### src/rtl/display_pkg.sv
// Shared seven-segment types and the hex decode table used by the display scanner.
package display_pkg;

  typedef logic [6:0] seg7_t;

  // Logical (active-high) segment patterns, bit order {g,f,e,d,c,b,a}.
  localparam seg7_t SEG7_OFF = 7'h00;

  localparam seg7_t SEG7_HEX [16] = '{
    7'h3F, 7'h06, 7'h5B, 7'h4F, 7'h66, 7'h6D, 7'h7D, 7'h07,
    7'h7F, 7'h6F, 7'h77, 7'h7C, 7'h39, 7'h5E, 7'h79, 7'h71
  };

endpackage

### src/rtl/hex_to_seg7.sv
// Combinational hex nibble to logical seven-segment pattern decoder.
module hex_to_seg7
  import display_pkg::*;
(
  input  logic [3:0] nib_i,
  output seg7_t      seg_o
);

  always_comb seg_o = SEG7_HEX[nib_i];

endmodule

### src/rtl/display_scan_ctrl.sv
// N-digit multiplexed seven-segment scanner with refresh divider, frame-aligned
// shadow load, per-digit enable, decimal points and leading-zero blanking.
module display_scan_ctrl
  import display_pkg::*;
#(
  parameter int unsigned N_DIGITS    = 4,
  parameter int unsigned REFRESH_DIV = 100000,
  parameter bit          ACTIVE_LOW  = 1'b1
) (
  input  logic                  clk_i,
  input  logic                  rst_n_i,
  input  logic [4*N_DIGITS-1:0] data_i,
  input  logic [N_DIGITS-1:0]   dp_i,
  input  logic [N_DIGITS-1:0]   digit_en_i,
  input  logic                  load_i,
  input  logic                  blank_lz_i,
  input  logic                  enable_i,
  output logic [6:0]            seg_o,
  output logic                  dp_o,
  output logic [N_DIGITS-1:0]   an_o,
  output logic                  frame_done_o,
  output logic                  load_pend_o
);

  localparam int unsigned CW = $clog2(REFRESH_DIV);
  localparam int unsigned IW = $clog2(N_DIGITS);
  localparam logic [CW-1:0] CNT_LAST = CW'(REFRESH_DIV - 1);
  localparam logic [IW-1:0] IDX_LAST = IW'(N_DIGITS - 1);
  localparam seg7_t               SEG_PIN_OFF = ACTIVE_LOW ? '1 : '0;
  localparam logic [N_DIGITS-1:0] AN_PIN_OFF  = ACTIVE_LOW ? '1 : '0;

  logic [CW-1:0]         cnt_q, cnt_d;
  logic [IW-1:0]         idx_q, idx_d;
  logic [4*N_DIGITS-1:0] sh_data_q, sh_data_d;
  logic [N_DIGITS-1:0]   sh_dp_q, sh_dp_d;
  logic                  pend_q, pend_d;
  logic                  fd_q, fd_d;
  seg7_t                 seg_q, seg_d;
  logic                  dp_q, dp_d;
  logic [N_DIGITS-1:0]   an_q, an_d;

  logic                  tick, wrap;
  logic [3:0]            sel_nib;
  logic                  sel_dp, sel_en, upper_zero, lit;
  logic [N_DIGITS-1:0]   an_log;
  seg7_t                 seg_dec, seg_log;

  hex_to_seg7 u_dec (
    .nib_i (sel_nib),
    .seg_o (seg_dec)
  );

  always_comb begin
    tick    = (cnt_q == CNT_LAST);
    wrap    = enable_i && tick && (idx_q == IDX_LAST);
    cnt_d   = cnt_q;
    idx_d   = idx_q;
    if (enable_i) begin
      if (tick) begin
        cnt_d = '0;
        idx_d = (idx_q == IDX_LAST) ? '0 : idx_q + 1'b1;
      end else begin
        cnt_d = cnt_q + 1'b1;
      end
    end

    // A load arriving in the wrap cycle itself is captured directly and never pends.
    sh_data_d = sh_data_q;
    sh_dp_d   = sh_dp_q;
    if (wrap && (pend_q || load_i)) begin
      sh_data_d = data_i;
      sh_dp_d   = dp_i;
    end
    pend_d = !wrap && (pend_q || load_i);
    fd_d   = wrap;
  end

  always_comb begin
    sel_nib    = '0;
    sel_dp     = 1'b0;
    sel_en     = 1'b0;
    upper_zero = 1'b1;
    an_log     = '0;
    for (int unsigned k = 0; k < N_DIGITS; k++) begin
      if (IW'(k) == idx_q) begin
        sel_nib   = sh_data_q[4*k +: 4];
        sel_dp    = sh_dp_q[k];
        sel_en    = digit_en_i[k];
        an_log[k] = 1'b1;
      end
      if (IW'(k) >= idx_q && sh_data_q[4*k +: 4] != 4'h0) upper_zero = 1'b0;
    end

    lit     = enable_i && sel_en && !(blank_lz_i && (idx_q != '0) && upper_zero);
    seg_log = lit ? seg_dec : SEG7_OFF;
    seg_d   = ACTIVE_LOW ? ~seg_log : seg_log;
    dp_d    = ACTIVE_LOW ? ~(lit && sel_dp) : (lit && sel_dp);
    an_d    = lit ? (ACTIVE_LOW ? ~an_log : an_log) : AN_PIN_OFF;
  end

  always_ff @(posedge clk_i or negedge rst_n_i) begin
    if (!rst_n_i) begin
      cnt_q     <= '0;
      idx_q     <= '0;
      sh_data_q <= '0;
      sh_dp_q   <= '0;
      pend_q    <= 1'b0;
      fd_q      <= 1'b0;
      seg_q     <= SEG_PIN_OFF;
      dp_q      <= ACTIVE_LOW;
      an_q      <= AN_PIN_OFF;
    end else begin
      cnt_q     <= cnt_d;
      idx_q     <= idx_d;
      sh_data_q <= sh_data_d;
      sh_dp_q   <= sh_dp_d;
      pend_q    <= pend_d;
      fd_q      <= fd_d;
      seg_q     <= seg_d;
      dp_q      <= dp_d;
      an_q      <= an_d;
    end
  end

  assign seg_o        = seg_q;
  assign dp_o         = dp_q;
  assign an_o         = an_q;
  assign frame_done_o = fd_q;
  assign load_pend_o  = pend_q;

endmodule

### config.mk
export PLATFORM = sky130hd
export DESIGN_NAME = display_scan_ctrl
export DESIGN_NICKNAME = d
export VERILOG_FILES = /design/src/rtl/display_pkg.sv /design/src/rtl/hex_to_seg7.sv /design/src/rtl/display_scan_ctrl.sv
export SDC_FILE = /design/constraint.sdc
export NUM_CORES = 1
export LEC_CHECK = 0
export ABC_AREA = 1
export CAP_MARGIN = 20
export CORE_MARGIN = 3
export CORE_UTILIZATION = 50
export CTS_CLUSTER_SIZE = 10
export DETAILED_ROUTE_END_ITERATION = 12
export HOLD_SLACK_MARGIN = 0.08
export PLACE_DENSITY = 0.86
export SETUP_SLACK_MARGIN = 0.2
export SYNTH_ARGS = -nofsm -noshare
export SYNTH_HDL_FRONTEND = slang
export SYNTH_SLANG_ARGS = --single-unit
### constraint.sdc
create_clock -name clk_i -period 2 [get_ports clk_i]
set_clock_uncertainty 0.05 [all_clocks]
set_input_delay 0.2 -clock clk_i [delete_from_list [all_inputs] [get_ports clk_i]]
set_output_delay 0.2 -clock clk_i [all_outputs]
set_load 0.01 [all_outputs]
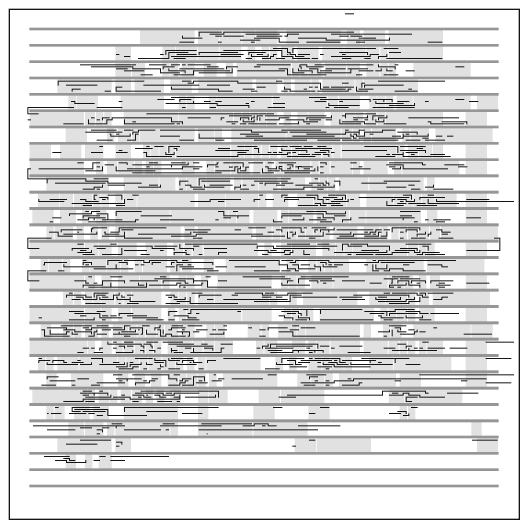
**Above:** run 1 (met1 routing).
(6 px per um) Supply wires on this layer in gray. Cells faint in the background.
longest straight run: 28.5 um
wire length on this layer: 3400 um
main direction: horizontal
share of all routed wire: 36%
vias post-DR: 3153
M1 GR Usage: 0.286
final WL: 9370 um

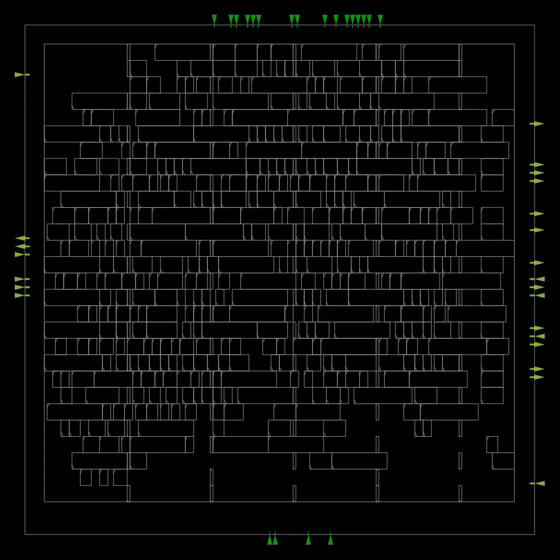
**Above:** run 1 (placement view).
fin util: 0.698
core area: 5960 um^2
row cnt: 28
Filler cells: 440
fin cells: 551

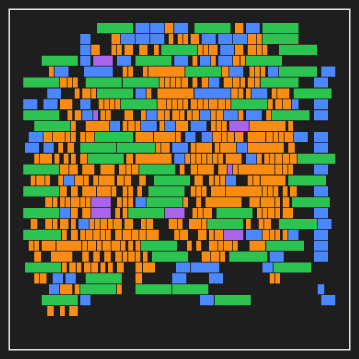
**Above:** run 1 (placement by cell class).
(4 px per um)
[orange] all other logic | cells: 332 | share of their area: 45%
[blue] other buffers and delay cells | cells: 83 | share of their area: 19%
[purple] clock drivers and dummy loads | cells: 8 | share of their area: 2.2%
[green] flip-flops | cells: 53 | share of their area: 33%
sequential portion of the cell area: 0.324
final instance area: 4160 um^2

==> changes_impl.md, run 1 <==
### Physical design

- I/O pin count: 43
- Critical path required time: 2.22 ns
- Pin count of the biggest net entering global routing: 32
- DR WL/cell: 17.0 um
- CTS clk-pin slew, worst paths: 0.10 ns
- CP Launch Type: flop
- CTS H-tree lvls: 2
- Cycle use final: 0.959
- Critical path's slowest cell: dfrtp_2
- VDD IR max: 0.771 mV
- Width of the die: 84.8 um
- Chip Area, Yosys: 3100 um^2
- Placed Area: 3680 um^2
- Yosys warnings: 0
- Synthesized area per cell: 7.76 um^2
- Hold Vio Cnt, Final: 0
- Max Freq: 0.521 GHz
- Post-synth EDFFs: 0
- PD cells: 631 nW/um^2
- Area share, top type: 0.331
- Layout cells sized above 1: 0.231
- Final Max Slew Viols: 0
- Placed Cells: 518
- Registers, synthesis: 53
- Post-cts sizing count: 30
- Slew @ Worst Pin: 0.557 ns
- Stage-log warning count: 38
- Unrepaired setup endpoints after global routing: true
- Starting DRC count in detailed routing: 399
- Status: finished clean
- CP Capture Type: flop
- GRT Util Overall: 0.246
- Setup crit end: seg_o[1]
- Pre-CTS setup slack: 0.00371 ns
- Setup violations, final: 0
- Worst-Skew Late Latency: 0.32 ns
- Top FF cell, synth: dfrtp_1
- XOR Share, Synth: 0.0198
- Routability cong.: 0.945
- Hold WC Path Type: input port to asynchronous set/reset pin
- Grt total ovfl: 0
- Final layout net count: 516
- Buffers on Ports: 42
## run 1: layout by cell type (no fill, tap or decap), drive strengths merged, types with 4 or more instances in the layout
cell type / Yosys / final
dfrtp: 41 / 41
clkdlybuf4s50: 0 / 41
nor3: 11 / 11
a21oi: 11 / 11
ha: 12 / 12
nand2: 119 / 119
nor2: 35 / 35
buf: 11 / 40
nand3: 41 / 41
o21ai: 15 / 15
dfstp: 12 / 12
inv: 40 / 40
clkbuf: 4 / 9
nand4: 31 / 31
xor2: 6 / 6
or2: 4 / 4
## run 1: routing by layer
| metal | part of all wire | GRT usage |
|---|---|---|
| met5 | 0 | 0 |
| met1 | 0.36 | 0.286 |
| met4 | 0.042 | 0.111 |
| met3 | 0.070 | 0.0579 |
| met2 | 0.53 | 0.429 |
## run 1: cell families after synthesis
group	count (synthesis)
flip-flops	53
AND-OR/OR-AND	30
AND/OR/NAND/NOR	243
adder cells (fa/ha/maj)	12
XOR/XNOR	7
buffers and inverters	55
## run 1: critical path, delay by kind of cell (launching register included)
kind / cells / cell delay (ns)
adders and majority gates: 1 / 0.16
buffers and inverters: 2 / 0.23
DFF: 1 / 0.47
and+or+nand+nor: 10 / 0.96
## run 1: state kept, by name (all words and copies together), names as in the netlist
name,cells
an_o,4
dp_o,1
load_pend_o,1
sh_dp_q,4
frame_done_o,1
idx_q,2
sh_data_q,16
seg_o,7
cnt_q,17
## run 1: where the power goes
part	switching [mW]	internal [mW]	leakage (nW)	total [mW]
sequential	0.154	1.18	0.654	1.34
clock	0.364	0.284	0.0455	0.647
combinational	0.362	0.279	1.25	0.642
## run 1: cell type report
type	count	area [um^2]	area share
clock buffer	8	90.1	0.0217
inverter	40	160	0.0385
multi-input combinational	292	1680	0.404
sequential	53	1350	0.324
tap	75	93.8	0.0226
timing repair buffer	83	788	0.190
==> run 2, diff against run 1 <==
--- a/config.mk
+++ b/config.mk
@@ -11,8 +11,9 @@
 export CORE_UTILIZATION = 50
 export CTS_CLUSTER_SIZE = 10
 export DETAILED_ROUTE_END_ITERATION = 12
+export DONT_BUFFER_PORTS = 1
 export HOLD_SLACK_MARGIN = 0.08
-export PLACE_DENSITY = 0.86
+export PLACE_DENSITY = 0.77
 export SETUP_SLACK_MARGIN = 0.2
 export SYNTH_ARGS = -nofsm -noshare
 export SYNTH_HDL_FRONTEND = slang
==> run 2 against run 1 <==
Effect of this change: flip-flop count unchanged; critical path depth is 2 lower; critical path type unchanged; final cell count fell by 5.1%; critical endpoint is now seg_o[2]; highest routed layer unchanged; cell area is 5.5% lower.
==> changes_impl.md, run 2 <==
### Physical design

- Status: finished clean
- PD cells: 642 nW/um^2
- Clock network power share: 0.240
- Width of the die: 84.8 um
- Routability cong.: 0.894
- Worst-Skew Late Latency: 0.30 ns
- Buffers on Ports: 0
- CP Capture Type: flop
- Most numerous logic cell after layout: nand2_1
- Registers, synthesis: 53
- TritonCTS Buffers: 5
- Pin count of the biggest net entering global routing: 54
- Share of total power in sequential cells: 0.534
- Layout cells sized above 1: 0.244
- CTS H-tree lvls: 2
- Yosys warnings: 0
- Power Internal: 1.66 mW
- GRT Util Overall: 0.225
- Reg with most FFs: cnt_q
- VDD IR max: 0.638 mV
- Crit path buf inv count: 3
- Comb power frac: 0.226
- Setup violations, final: 0
- CP Launch Type: flop
- Starting DRC count in detailed routing: 387
- Critical path required time: 2.18 ns
- Cycle use final: 0.977
- Most Crowded Layer GR: met2
- Max Freq: 0.512 GHz
- Placed Area: 3220 um^2
- I/O pin count: 43
- Critical path's slowest cell: dfrtp_2
- Hold WC Path Type: input port to flop
- Switching power: 0.859 mW
- Fin cells: 523
- Grt total ovfl: 0
- Final Max Slew Viols: 0
- CP delay by family, top: flip-flops
- Synthesized area per cell: 7.76 um^2
- M1 GR Usage: 0.278
- Switching share of power: 0.341
- Max FFs per register: 17
- Final layout net count: 487
- Met2 Usage GRT: 0.382
- CTS clk-pin slew, worst paths: 0.10 ns
- Slew @ Worst Pin: 0.444 ns
- Row cnt: 28
## run 2: cell counts after synthesis
No cell type changed its count.
## run 2: kinds of logic after synthesis
group	after synthesis	synth area share
AND/OR/NAND/NOR	243	0.363
buffers and inverters	55	0.0855
flip-flops	53	0.432
AND-OR/OR-AND	30	0.0516
adder cells (fa/ha/maj)	12	0.0484
XOR/XNOR	7	0.0198
## run 2: final cells by class
cell class              count  area [um^2]
clock inverters             2         15.0
multi-input cells         292         1710
well taps                  75         93.8
fillers                   438         2030
inverters                  40          168
repair buffers             54          522
diodes                      1         2.50
clock buffers               6         72.6
flip-flops and latches     53         1340
## run 2: power groups by stage
stage          clock, mW  sequential [mW]  combinational (mW)
2_1_floorplan          0             1.32               0.332
3_3_place_gp           0             1.35               0.384
3_5_place_dp           0             1.35               0.398
4_1_cts            0.623             1.34               0.498
5_1_grt            0.678             1.36               0.630
6_report           0.604             1.35               0.570
## run 2: worst max path at each step
stage / endpoint / cells past startpoint / slack, ns / startpoint
final: seg_o[2] / 11 / 0.05 / idx_q[0]
after detailed placement: seg_o[2] / 10 / 0.007 / idx_q[0]
after global routing: seg_o[5] / 11 / -0.03 / idx_q[0]
after CTS: seg_o[1] / 11 / 0.10 / idx_q[0]
after floorplan: seg_o[3] / 11 / 0.05 / idx_q[0]
after global placement: seg_o[3] / 9 / 0.04 / idx_q[0]
## run 2: routing by layer
layer | share of wire | wire length [um]
met1 | 0.38 | 3370
met2 | 0.49 | 4340
met3 | 0.077 | 681
met4 | 0.046 | 406
met5 | 0 | 0
## run 2: repair_timing
action                                  CTS  global route
resized                                  25            41
hold buffers                             23             0
gates cloned                              0             2
pin swaps                                11            12
buffers inserted                          8             7
endpoints found under the hold margin    81             0
endpoints found under the setup margin   19            36
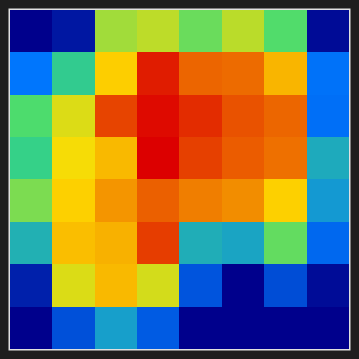
**Above:** run 2 (placement density heat map).
(4 px per um) The die is cut into 8 by 8 equal tiles; dark blue is low, red is high, 0 to 100% covered.
emptiest ninth of the die: bottom right
tiles over 75% full: 39%
fullest tile: 100%
nearly empty tiles: 11%
mean over tiles: 53%
fp_density: 0.521
fin util: 0.659

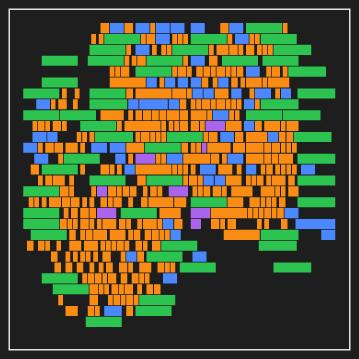
**Above:** run 2 (placement by cell class).
(4 px per um)
[orange] all other logic | cells: 332 | share of their area: 49%
[green] flip-flops | cells: 53 | share of their area: 35%
[blue] other buffers and delay cells | cells: 54 | share of their area: 14%
[purple] clock drivers and dummy loads | cells: 8 | share of their area: 2.3%
sequential portion of the cell area: 0.342
final instance area: 3930 um^2

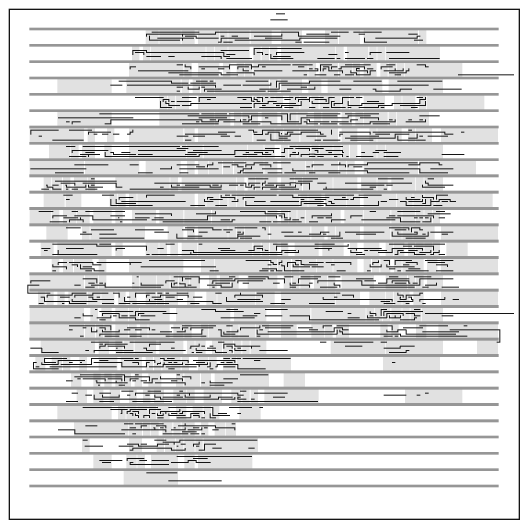
**Above:** run 2 (met1 routing).
(6 px per um) Supply wires on this layer in gray. Cells faint in the background.
share of all routed wire: 38%
longest straight run: 24.4 um
nets with wire on the layer: 431
final WL: 8790 um
vias post-DR: 3043

Power and IR drop assume default switching activity.
